**config.mk**
```make
export PLATFORM = sky130hd
export DESIGN_NAME = display_sequencer
export DESIGN_NICKNAME = d
export VERILOG_FILES = /design/src/rtl/display_seq_pkg.sv /design/src/rtl/display_seq_arbiter.sv /design/src/rtl/display_sequencer.sv
export SDC_FILE = /design/constraint.sdc
export NUM_CORES = 1
export LEC_CHECK = 0
export CORE_MARGIN = 4
export CORE_UTILIZATION = 58
export CTS_CLUSTER_DIAMETER = 40
export DETAILED_ROUTE_END_ITERATION = 6
export GPL_ROUTABILITY_DRIVEN = 0
export PLACE_DENSITY = 0.84
export SYNTH_ARGS = -nofsm -noshare
export SYNTH_HDL_FRONTEND = slang
export SYNTH_SLANG_ARGS = --single-unit
```
**constraint.sdc**
```tcl
create_clock -name i_Clk -period 4.39 [get_ports i_Clk]
set_input_delay 0.878 -clock i_Clk [delete_from_list [all_inputs] [get_ports i_Clk]]
set_output_delay 0.878 -clock i_Clk [all_outputs]
set_load 0.01 [all_outputs]
```
**src/rtl/display_seq_pkg.sv**
```systemverilog
// rtl/display_seq_pkg.sv - shared types and constants for the display sequencer
//
// Contents:
//   state_t      sequencer states (IDLE, SHIFT, HOLD)
//   NUM_REQ      number of character requesters
//   ASCII_SPACE  blank character used for reset and clear

package display_seq_pkg;

   typedef enum logic [1:0] {
      ST_IDLE  = 2'd0,
      ST_SHIFT = 2'd1,
      ST_HOLD  = 2'd2
   } state_t;

   localparam int          NUM_REQ     = 2;
   localparam logic [7:0]  ASCII_SPACE = 8'h20;

endpackage

```
**src/rtl/display_seq_arbiter.sv**
```systemverilog
// rtl/display_seq_arbiter.sv - two-requester arbiter for the display sequencer
//
// Build option: ARB_ROUND_ROBIN_EN
//   defined   : round-robin; on a tie the requester not granted last wins.
//               The pointer only moves when a grant is issued.
//   undefined : fixed priority, requester 0 always wins; no state held.
//
// Ports:
//   i_Clk    clock (round-robin build only)
//   i_Rst_L  asynchronous active-low reset (round-robin build only)
//   req      request vector, bit n = requester n
//   gnt_en   grant may be issued this cycle
//   winner   one-hot winner, all zero when gnt_en is low or no request

module display_seq_arbiter
   import display_seq_pkg::*;
(
`ifdef ARB_ROUND_ROBIN_EN
   input  logic               i_Clk,
   input  logic               i_Rst_L,
`endif
   input  logic [NUM_REQ-1:0] req,
   input  logic               gnt_en,
   output logic [NUM_REQ-1:0] winner
);

`ifdef ARB_ROUND_ROBIN_EN
   // Index of the requester granted last; reset to 1 so requester 0 is favoured.
   logic last_gnt;

   always_comb begin
      winner = '0;
      if (gnt_en) begin
         if (&req)
            winner = last_gnt ? 2'b01 : 2'b10;
         else if (req[0])
            winner = 2'b01;
         else if (req[1])
            winner = 2'b10;
      end
   end

   always_ff @(posedge i_Clk or negedge i_Rst_L) begin
      if (!i_Rst_L)
         last_gnt <= 1'b1;
      else if (|winner)
         last_gnt <= winner[1];
   end
`else
   always_comb begin
      winner = '0;
      if (gnt_en) begin
         if (req[0])
            winner = 2'b01;
         else if (req[1])
            winner = 2'b10;
      end
   end
`endif

endmodule

```
**src/rtl/display_sequencer.sv**
```systemverilog
// rtl/display_sequencer.sv - grants one character at a time onto a two-digit display
//
// Build option: ARB_ROUND_ROBIN_EN selects round-robin arbitration
// (see display_seq_arbiter); default is fixed priority to requester 0.
//
// Parameters:
//   HOLD_CYCLES  cycles a new character is held before the next grant (>= 1)
//
// Ports:
//   i_Clk        clock, rising edge
//   i_Rst_L      asynchronous active-low reset
//   i_Req        request vector, bit n = requester n
//   i_Char_0/1   ASCII character offered by requester 0/1
//   i_Clear      synchronous clear of both digits, overrides everything
//   o_Gnt        one-cycle one-hot grant pulse
//   o_Char_Tens  left digit character
//   o_Char_Ones  right digit character
//   o_Update     one-cycle pulse whenever the display changes
//   o_Busy       high while not idle

module display_sequencer
   import display_seq_pkg::*;
#(
   parameter int HOLD_CYCLES = 25000000
) (
   input  logic               i_Clk,
   input  logic               i_Rst_L,
   input  logic [NUM_REQ-1:0] i_Req,
   input  logic [7:0]         i_Char_0,
   input  logic [7:0]         i_Char_1,
   input  logic               i_Clear,
   output logic [NUM_REQ-1:0] o_Gnt,
   output logic [7:0]         o_Char_Tens,
   output logic [7:0]         o_Char_Ones,
   output logic               o_Update,
   output logic               o_Busy
);

   localparam int               CNT_W     = $clog2(HOLD_CYCLES + 1);
   localparam logic [CNT_W-1:0] HOLD_LOAD = CNT_W'(HOLD_CYCLES - 1);
   localparam logic [CNT_W-1:0] CNT_ONE   = CNT_W'(1);

   state_t               state;
   logic [CNT_W-1:0]     hold_cnt;
   logic [7:0]           latched_char;
   logic [NUM_REQ-1:0]   arb_winner;
   logic                 arb_gnt_en;
   logic [7:0]           winner_char;

   // A clear on the same edge blocks the grant, so the arbiter pointer
   // must not advance either.
   assign arb_gnt_en  = (state == ST_IDLE) && !i_Clear && (|i_Req);
   assign winner_char = arb_winner[1] ? i_Char_1 : i_Char_0;

   display_seq_arbiter u_arbiter (
`ifdef ARB_ROUND_ROBIN_EN
      .i_Clk   (i_Clk),
      .i_Rst_L (i_Rst_L),
`endif
      .req     (i_Req),
      .gnt_en  (arb_gnt_en),
      .winner  (arb_winner)
   );

   always_ff @(posedge i_Clk or negedge i_Rst_L) begin
      if (!i_Rst_L) begin
         state        <= ST_IDLE;
         hold_cnt     <= '0;
         latched_char <= ASCII_SPACE;
         o_Gnt        <= '0;
         o_Char_Tens  <= ASCII_SPACE;
         o_Char_Ones  <= ASCII_SPACE;
         o_Update     <= 1'b0;
         o_Busy       <= 1'b0;
      end else if (i_Clear) begin
         // Any character latched in SHIFT is dropped; its grant is spent.
         state        <= ST_IDLE;
         hold_cnt     <= '0;
         latched_char <= ASCII_SPACE;
         o_Gnt        <= '0;
         o_Char_Tens  <= ASCII_SPACE;
         o_Char_Ones  <= ASCII_SPACE;
         o_Update     <= 1'b1;
         o_Busy       <= 1'b0;
      end else begin
         case (state)
            ST_IDLE: begin
               o_Update <= 1'b0;
               o_Gnt    <= arb_winner;
               if (|arb_winner) begin
                  latched_char <= winner_char;
                  state        <= ST_SHIFT;
                  o_Busy       <= 1'b1;
               end
            end
            ST_SHIFT: begin
               o_Gnt       <= '0;
               o_Char_Tens <= o_Char_Ones;
               o_Char_Ones <= latched_char;
               o_Update    <= 1'b1;
               hold_cnt    <= HOLD_LOAD;
               state       <= ST_HOLD;
            end
            ST_HOLD: begin
               o_Update <= 1'b0;
               // Loaded with HOLD_CYCLES-1 so HOLD spans exactly HOLD_CYCLES cycles.
               if (hold_cnt == '0) begin
                  state  <= ST_IDLE;
                  o_Busy <= 1'b0;
               end else begin
                  hold_cnt <= hold_cnt - CNT_ONE;
               end
            end
            default: begin
               state    <= ST_IDLE;
               o_Gnt    <= '0;
               o_Update <= 1'b0;
               o_Busy   <= 1'b0;
            end
         endcase
      end
   end

endmodule

```
### Selected gate families, run 1

(6 px per µm)
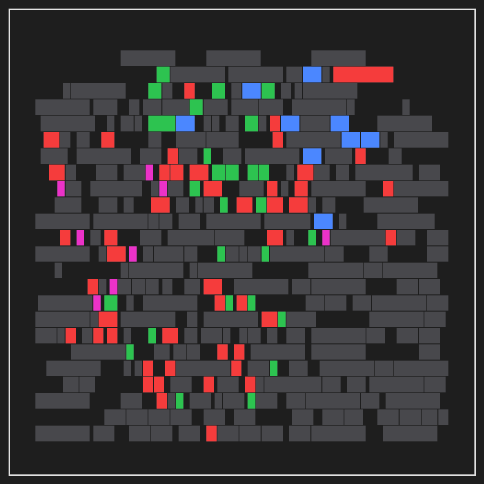
legend:
  green:
    family: nand cells
    cells: 27
    most_used: nand2_1
  magenta:
    family: inv cells
    cells: 8
    most_used: inv_1
    where: middle left
  blue:
    family: xor and xnor cells
    cells: 9
    most_used: xor2_1
  red:
    family: aoi and oai cells
    cells: 47
    most_used: a21oi_1
top logic cell by instance count in the layout: sky130_fd_sc_hd__dfrtp_1
final std cells w/o fill: 359
combinational fraction of the cell area: 39.54%

### A small window of the routed layout, run 1

Region (19, 34) to (59, 74) µm. Cells in gray, sequential cells in the stronger gray; small squares are vias.
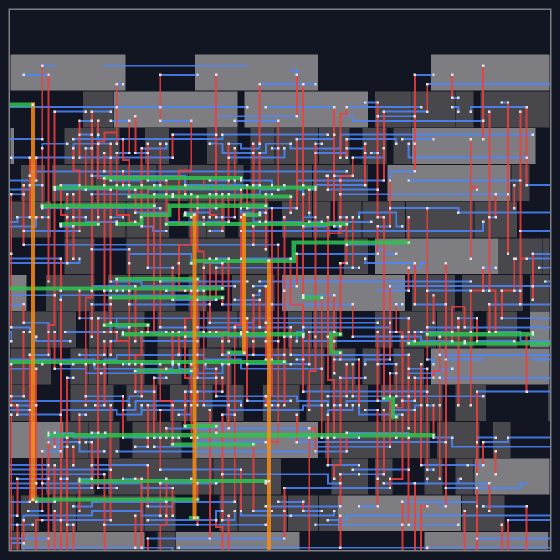
legend:
  orange:
    layer: M4
  blue:
    layer: M1
  red:
    layer: M2
  green:
    layer: M3
cells with their middle in the window: 123
most frequent: nor2_1 (17), dfrtp_1 (16)
netlist names of flops here include: hold_cnt (14)
sequential cells in the window: 16

### Where the registers sit, run 1

(6 px per µm) Other sequential cells in the stronger gray, the rest of the logic in the fainter gray.
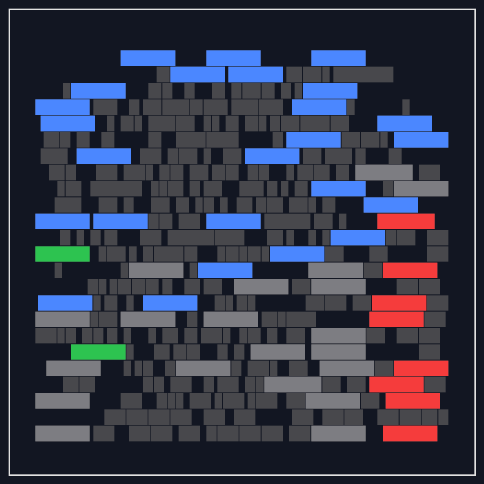
legend:
  blue:
    name_in_the_netlist: hold_cnt
    placed_flops: 25
  green:
    name_in_the_netlist: state
    placed_flops: 2
  red:
    name_in_the_netlist: o_Char_Tens
    placed_flops: 8
not colored: 20
register fraction of the total cell area: 42.18%
sequential power: 0.000613 W
utilization after layout: 72.64%
total area of sequential cells: 1380 µm²

==> Flow_metrics.wiki, run 1 <==
=== Synthesis and place and route ===
{| class="wikitable"
! Metric !! Value
|-
| Initial antenna violation count || 0
|-
| Placed Cells || 351
|-
| Stage-log warning count || 27
|-
| Result of the run || finished, final reports clean
|-
| Final number of max-transition violations || 0
|-
| Number of cell instances on the worst register-to-register path || 4
|-
| Total of warnings raised by yosys || 0
|-
| Sw frac || roughly 34%
|-
| Die width || ~77 µm
|-
| Total net switching power || roughly 0.00041 W
|-
| Worst path slowest cell || sky130_fd_sc_hd__nor2_1
|-
| Area share, top type || between 40 and 50%
|-
| Clock transition time at the flip-flop clock pins of the worst setup and hold paths || approximately 100 ps
|-
| Arrival time at the worst endpoint || between 3000 and 4000 ps
|-
| Fraction of the cycle the final worst path needs || about two thirds
|-
| Post-synthesis async set-or-reset flop share || 100.0%
|-
| Post-synth seq share || between 40 and 50%
|-
| Post-place setup slack || roughly 1200 ps
|-
| Via-to-Cell Ratio || ~6.3
|-
| Worst skew pair latency || between 300 and 400 ps
|-
| Static leakage || 1.374 nW
|-
| Post-synth EDFFs || 0
|-
| Post-CTS setup buffer count || 0
|-
| Floorplan net count || just under 300
|-
| Die area || about 6000 µm²
|-
| Core region area || ~4500 µm²
|-
| Fraction of power consumed by sequential logic || 50.7%
|-
| Hold path depth || 2
|-
| Post-synth area from yosys stat || roughly 2800 µm²
|-
| Area leader, netlist || sky130_fd_sc_hd__dfrtp_1
|-
| Crit Path Class || input port to flip-flop
|-
| Most frequent cells in the layout || 52 x sky130_fd_sc_hd__dfrtp_1, 39 x sky130_fd_sc_hd__clkdlybuf4s50_1, 35 x sky130_fd_sc_hd__nor2_1, 18 x sky130_fd_sc_hd__a21oi_1, 15 x sky130_fd_sc_hd__nor3_1
|-
| Class of the most critical hold timing path || flip-flop to flip-flop
|-
| Maximum single-stage delay on the critical path || between 800 and 900 ps
|-
| Total number of H-tree levels || 2
|-
| Count of routing violations after the opening detailed-route iteration || approximately 180
|-
| Number of buffer cells added on primary ports || 40
|-
| Minimum setup slack in the final design || roughly 1500 ps
|-
| Maximum number of pins on one net before global-route repair || between 50 and 60
|-
| Dominant flop cell || sky130_fd_sc_hd__dfrtp_1
|-
| Total Neg Setup Slack || 0 ps
|-
| Number of nets with antenna violations after routing || 0
|-
| Most frequent cells after synthesis || 52 x sky130_fd_sc_hd__dfrtp_1, 35 x sky130_fd_sc_hd__nor2_1, 18 x sky130_fd_sc_hd__a21oi_1
|-
| Synthesized area divided by synthesized cell count || a little over 10 µm²
|-
| Maximum clock insertion buffer count || 2
|-
| Core Density at Floorplan || between 60% and 70%
|-
| Pin slew with the least headroom to its limit || 941.6 ps
|-
| Crit Path Max Fanout || 16
|-
| Power share of the clock group || a little under a quarter
|-
| Number of cell instances after yosys synthesis || about 270
|-
| Cell-by-cell trace of the critical path || clkdlybuf4s50_1 > nor2_1 > inv_1 > o22a_1
|-
| Combinational group share of total power || around 26%
|-
| Final instance area || between 3000 and 4000 µm²
|-
| Largest delay share family, worst path || buffers and inverters
|-
| Total count of hold-check failures in the final report || 0
|-
| Number of sinks on the clock net || around 55
|-
| DR pass1 iterations || 4
|-
| Overall routing resource usage || between 20% and 30%
|-
| Startpoint type of the worst setup path || input port
|-
| IO Count || between 40 and 50
|-
| Total design power || approximately 0.0012 W
|-
| Hold buffer count at CTS || 0
|-
| Area of combinational cells with multiple inputs || ~1300 µm²
|-
| Cell internal pwr || ~0.00080 W
|-
| Clock root buffer || sky130_fd_sc_hd__clkbuf_8
|-
| Max_cap viols || 0
|-
| Remaining global-route overflow || 0
|-
| Fill cell count || about 330
|-
| Peak ir drop on the vdd network || ~0.23 mV
|-
| HPWL after detailed placement || approximately 4.7 mm
|-
| Count leader, synth || sky130_fd_sc_hd__dfrtp_1
|-
| Clock tree from TritonCTS || done
|-
| Mean routed wirelength per cell || 18.12 µm
|-
| Worst path bufs/invs || 2
|-
| Setup violators final || 0
|-
| Total detailed-routing wirelength || around 6.5 mm
|-
| Proportion of layout cells with a drive suffix above 1 || just under 9%
|-
| Worst hold slack across all endpoints || roughly 500 ps
|-
| Area added between synthesis and finish || 17.16%
|-
| Cells after synthesis || 274
|-
| Minimum clock period || 2861 ps
|-
| Final routed DRC violation total || 0
|-
| Instance count on the critical path || 4
|-
| Fmax achieved || about 0.35 GHz
|-
| Area of the mapped netlist || 2793 µm²
|-
| Post-CTS sizing || 0
|-
| Worst Skew || about 5 ps
|-
| Post-place instance area || about 3200 µm²
|}
## run 1: logic make-up after synthesis
family	Yosys count	synth area share, %
AND-OR/OR-AND	72	18.86
adder cells (fa/ha/maj)	2	0.8959
buffers and inverters	25	4.256
flip-flops	55	49.42
XOR/XNOR	9	2.822
multiplexers	2	0.8064
AND/OR/NAND/NOR	109	22.94
## run 1: registers in the layout, indices dropped and copies added (netlist names)
name          count
o_Char_Ones       8
o_Gnt             2
o_Char_Tens       8
latched_char      8
hold_cnt         25
o_Busy            1
state             2
o_Update          1
## run 1: routing by layer
layer  vias up  wire length [µm]  GRT usage [%]
li1       1070                 -              -
met1      1111              2996          34.43
met2        84              3033          34.37
met3        11               366          3.935
met4         0               107          6.584
met5         -                 0              0
## run 1: path summary, 6_finish.rpt
check | startpoint | end | slack, ps
max reg2reg | state[0] | hold_cnt[7] | 1800
max in group asynchronous | i_Rst_L | state[0] | 3260
min in group asynchronous | i_Rst_L | o_Char_Tens[6] | 670
min | latched_char[3] | latched_char[3] | 490
max | i_Clear | o_Char_Ones[5] | 1530
min reg2reg | latched_char[3] | latched_char[3] | 490
## run 1: cell type report
| class | count | area share (%) |
|---|---|---|
| sequential | 55 | 42.18 |
| multi-input combinational | 194 | 39.54 |
| timing repair buffer | 42 | 12.54 |
| clock buffer | 5 | 2.103 |
| tap | 52 | 1.989 |
| inverter | 8 | 0.9178 |
| clock inverter | 3 | 0.7266 |
## run 1: power groups by stage
stage / sequential [W] / clock, W / combinational (W)
2_1_floorplan: 0.000603 / 0 / 0.000231
3_3_place_gp: 0.000617 / 0 / 0.000297
3_5_place_dp: 0.000621 / 0 / 0.000306
4_1_cts: 0.000611 / 0.000293 / 0.000307
5_1_grt: 0.000620 / 0.000318 / 0.000340
6_report: 0.000613 / 0.000284 / 0.000312
## Run 2: what changed since run 1
- CORE_UTILIZATION: 58 -> 54
- PLACE_DENSITY: 0.84 -> 0.79
- clock period: 4.39 -> 2.8 ns (I/O delays scaled with it)
### A small window of the routed layout, run 2

Region (20, 36) to (60, 76) µm. Cells in gray, sequential cells in the stronger gray; small squares are vias.
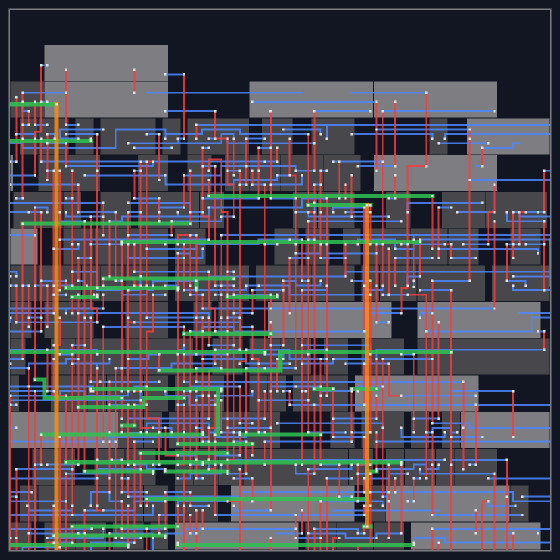
legend:
  blue:
    layer: M1
  green:
    layer: M3
  red:
    layer: M2
  orange:
    layer: M4
most frequent: nor2_1 (15), dfrtp_1 (14), nor3_1 (9)
cells with their middle in the window: 121
netlist names of flops here include: hold_cnt (14), latched_char (1)
sequential cells in the window: 15

### Selected gate families, run 2

(6 px per µm)
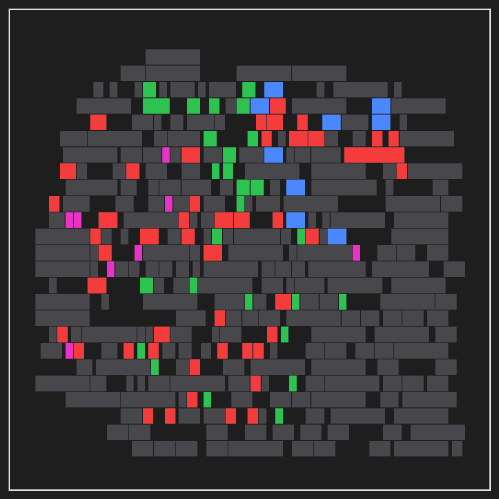
final std cells w/o fill: 379
combinational fraction of the cell area: 38.61%

==> run 2 against run 1 <==
Net effect: final area up 2.4%; sequential power rose by 56%; worst setup slack got worse by 1100 ps; combinational power is 59% higher; sequential share of layout area down 0.99 points; via count shrank 0.48%; largest cell class unchanged.
==> Flow_metrics.wiki, run 2 <==
=== Synthesis and place and route ===
{| class="wikitable"
! Metric !! Value
|-
| Result of the run || finished, final reports clean
|-
| Clock root buffer || sky130_fd_sc_hd__clkbuf_8
|-
| Worst path slowest cell || sky130_fd_sc_hd__nor2_1
|-
| Number of cell instances after yosys synthesis || ~270
|-
| Amount of wire on met2 after detailed routing || slightly below 3 mm
|-
| Hold buffer count at CTS || 0
|-
| Stage-log warning count || 27
|-
| Dominant flop cell || sky130_fd_sc_hd__dfrtp_1
|-
| HPWL after detailed placement || ~4.7 mm
|-
| Overall routing resource usage || 21.29%
|-
| Met3 routing resource usage after global routing || approximately 3.5%
|-
| Number of sinks on the clock net || 55
|-
| Met3 WL || 415 µm
|-
| Static leakage || 1.413 nW
|-
| Clock transition time at the flip-flop clock pins of the worst setup and hold paths || 100 ps
|-
| Maximum number of pins on one net before global-route repair || 40
|-
| Total number of H-tree levels || 2
|-
| Peak ir drop on the vdd network || roughly 0.33 mV
|-
| Number of nets with antenna violations after routing || 0
|-
| Cells after synthesis || 274
|-
| Core region area || about 4900 µm²
|-
| Setup slack on the worst flop-to-flop path || roughly 480 ps
|-
| Count leader, synth || sky130_fd_sc_hd__dfrtp_1
|-
| Arrival time at the worst endpoint || roughly 2600 ps
|-
| Total detailed-routing wirelength || approximately 6.4 mm
|-
| Fmax achieved || ~0.43 GHz
|-
| Met1 capacity usage during global routing || between 30% and 40%
|-
| Cell-by-cell trace of the critical path || clkdlybuf4s50_1 > buf_4 > nor2_1 > inv_1 > o22a_1
|-
| IO Count || 41
|-
| Pin slew with the least headroom to its limit || 930.0 ps
|-
| Post-CTS setup buffer count || 0
|-
| Total design power || between 0.0015 and 0.002 W
|-
| Met2 routing resource usage after global routing || approximately 33%
|-
| Number of cell instances on the worst register-to-register path || 5
|-
| Worst Skew || 3.305 ps
|-
| Area leader, netlist || sky130_fd_sc_hd__dfrtp_1
|-
| Proportion of layout cells with a drive suffix above 1 || about a tenth
|-
| DR pass1 iterations || 4
|-
| Maximum single-stage delay on the critical path || slightly above 700 ps
|-
| Synthesized area divided by synthesized cell count || 10.19 µm²
|-
| Crit Path Class || input port to flip-flop
|-
| Wire length on met1 || ~3 mm
|}
-- run 2: cell types whose count changed in the layout (fill, tap and decap cells not counted), sizes merged --
| cell | change |
|---|---|
| clkinvlp | -1 |
| bufinv | +1 |
| buf | +5 |
-- run 2: layout make-up --
type | instances | area [µm²] | share of cell area [%]
flip-flops and latches | 55 | 1380 | 41.19
clock inverters | 3 | 46.29 | 1.382
inverters | 8 | 30.03 | 0.8962
multi-input cells | 194 | 1294 | 38.61
clock buffers | 5 | 68.82 | 2.054
well taps | 67 | 83.83 | 2.502
repair buffers | 47 | 447.9 | 13.37
-- run 2: final timing paths --
kind,startpoint,endpoint
worst min-delay path,i_Rst_L,o_Char_Tens[2]
worst max-delay path,i_Clear,o_Char_Tens[5]
max in group asynchronous,i_Rst_L,hold_cnt[21]
worst min register to register,o_Gnt[1],o_Gnt[1]
worst max register to register,state[0],o_Char_Tens[5]
min in group i_Clk,o_Gnt[1],o_Gnt[1]
-- run 2: where the power goes --
| group | internal [W] | total (W) | switching, W |
|---|---|---|---|
| clock | 0.000270 | 0.000537 | 0.000268 |
| sequential | 0.000863 | 0.000955 | 0.0000914 |
| combinational | 0.000214 | 0.000495 | 0.000281 |
-- run 2: logic make-up (layout without fill, tap and decap cells) --
family	count (synthesis)	count (layout)	synth area share, %
AOI/OAI and AO/OA	72	72	18.86
xor gates and xnor gates	9	9	2.822
adders and majority gates	2	2	0.8959
buffers and inverters	25	63	4.256
DFF	55	55	49.42
muxes	2	2	0.8064
and+or+nand+nor	109	109	22.94
-- run 2: through the flow --
stage | setup WS, ps | hold WS [ps]
floorplan | 908.4 | 264.4
global placement | 131.6 | 464.1
detailed placement | 104.9 | 476.0
CTS | 458.7 | 363.3
global route | 270.3 | 406.3
finish | 451.2 | 333.5
No activity file was given, so power comes from the tool's default toggle rates.
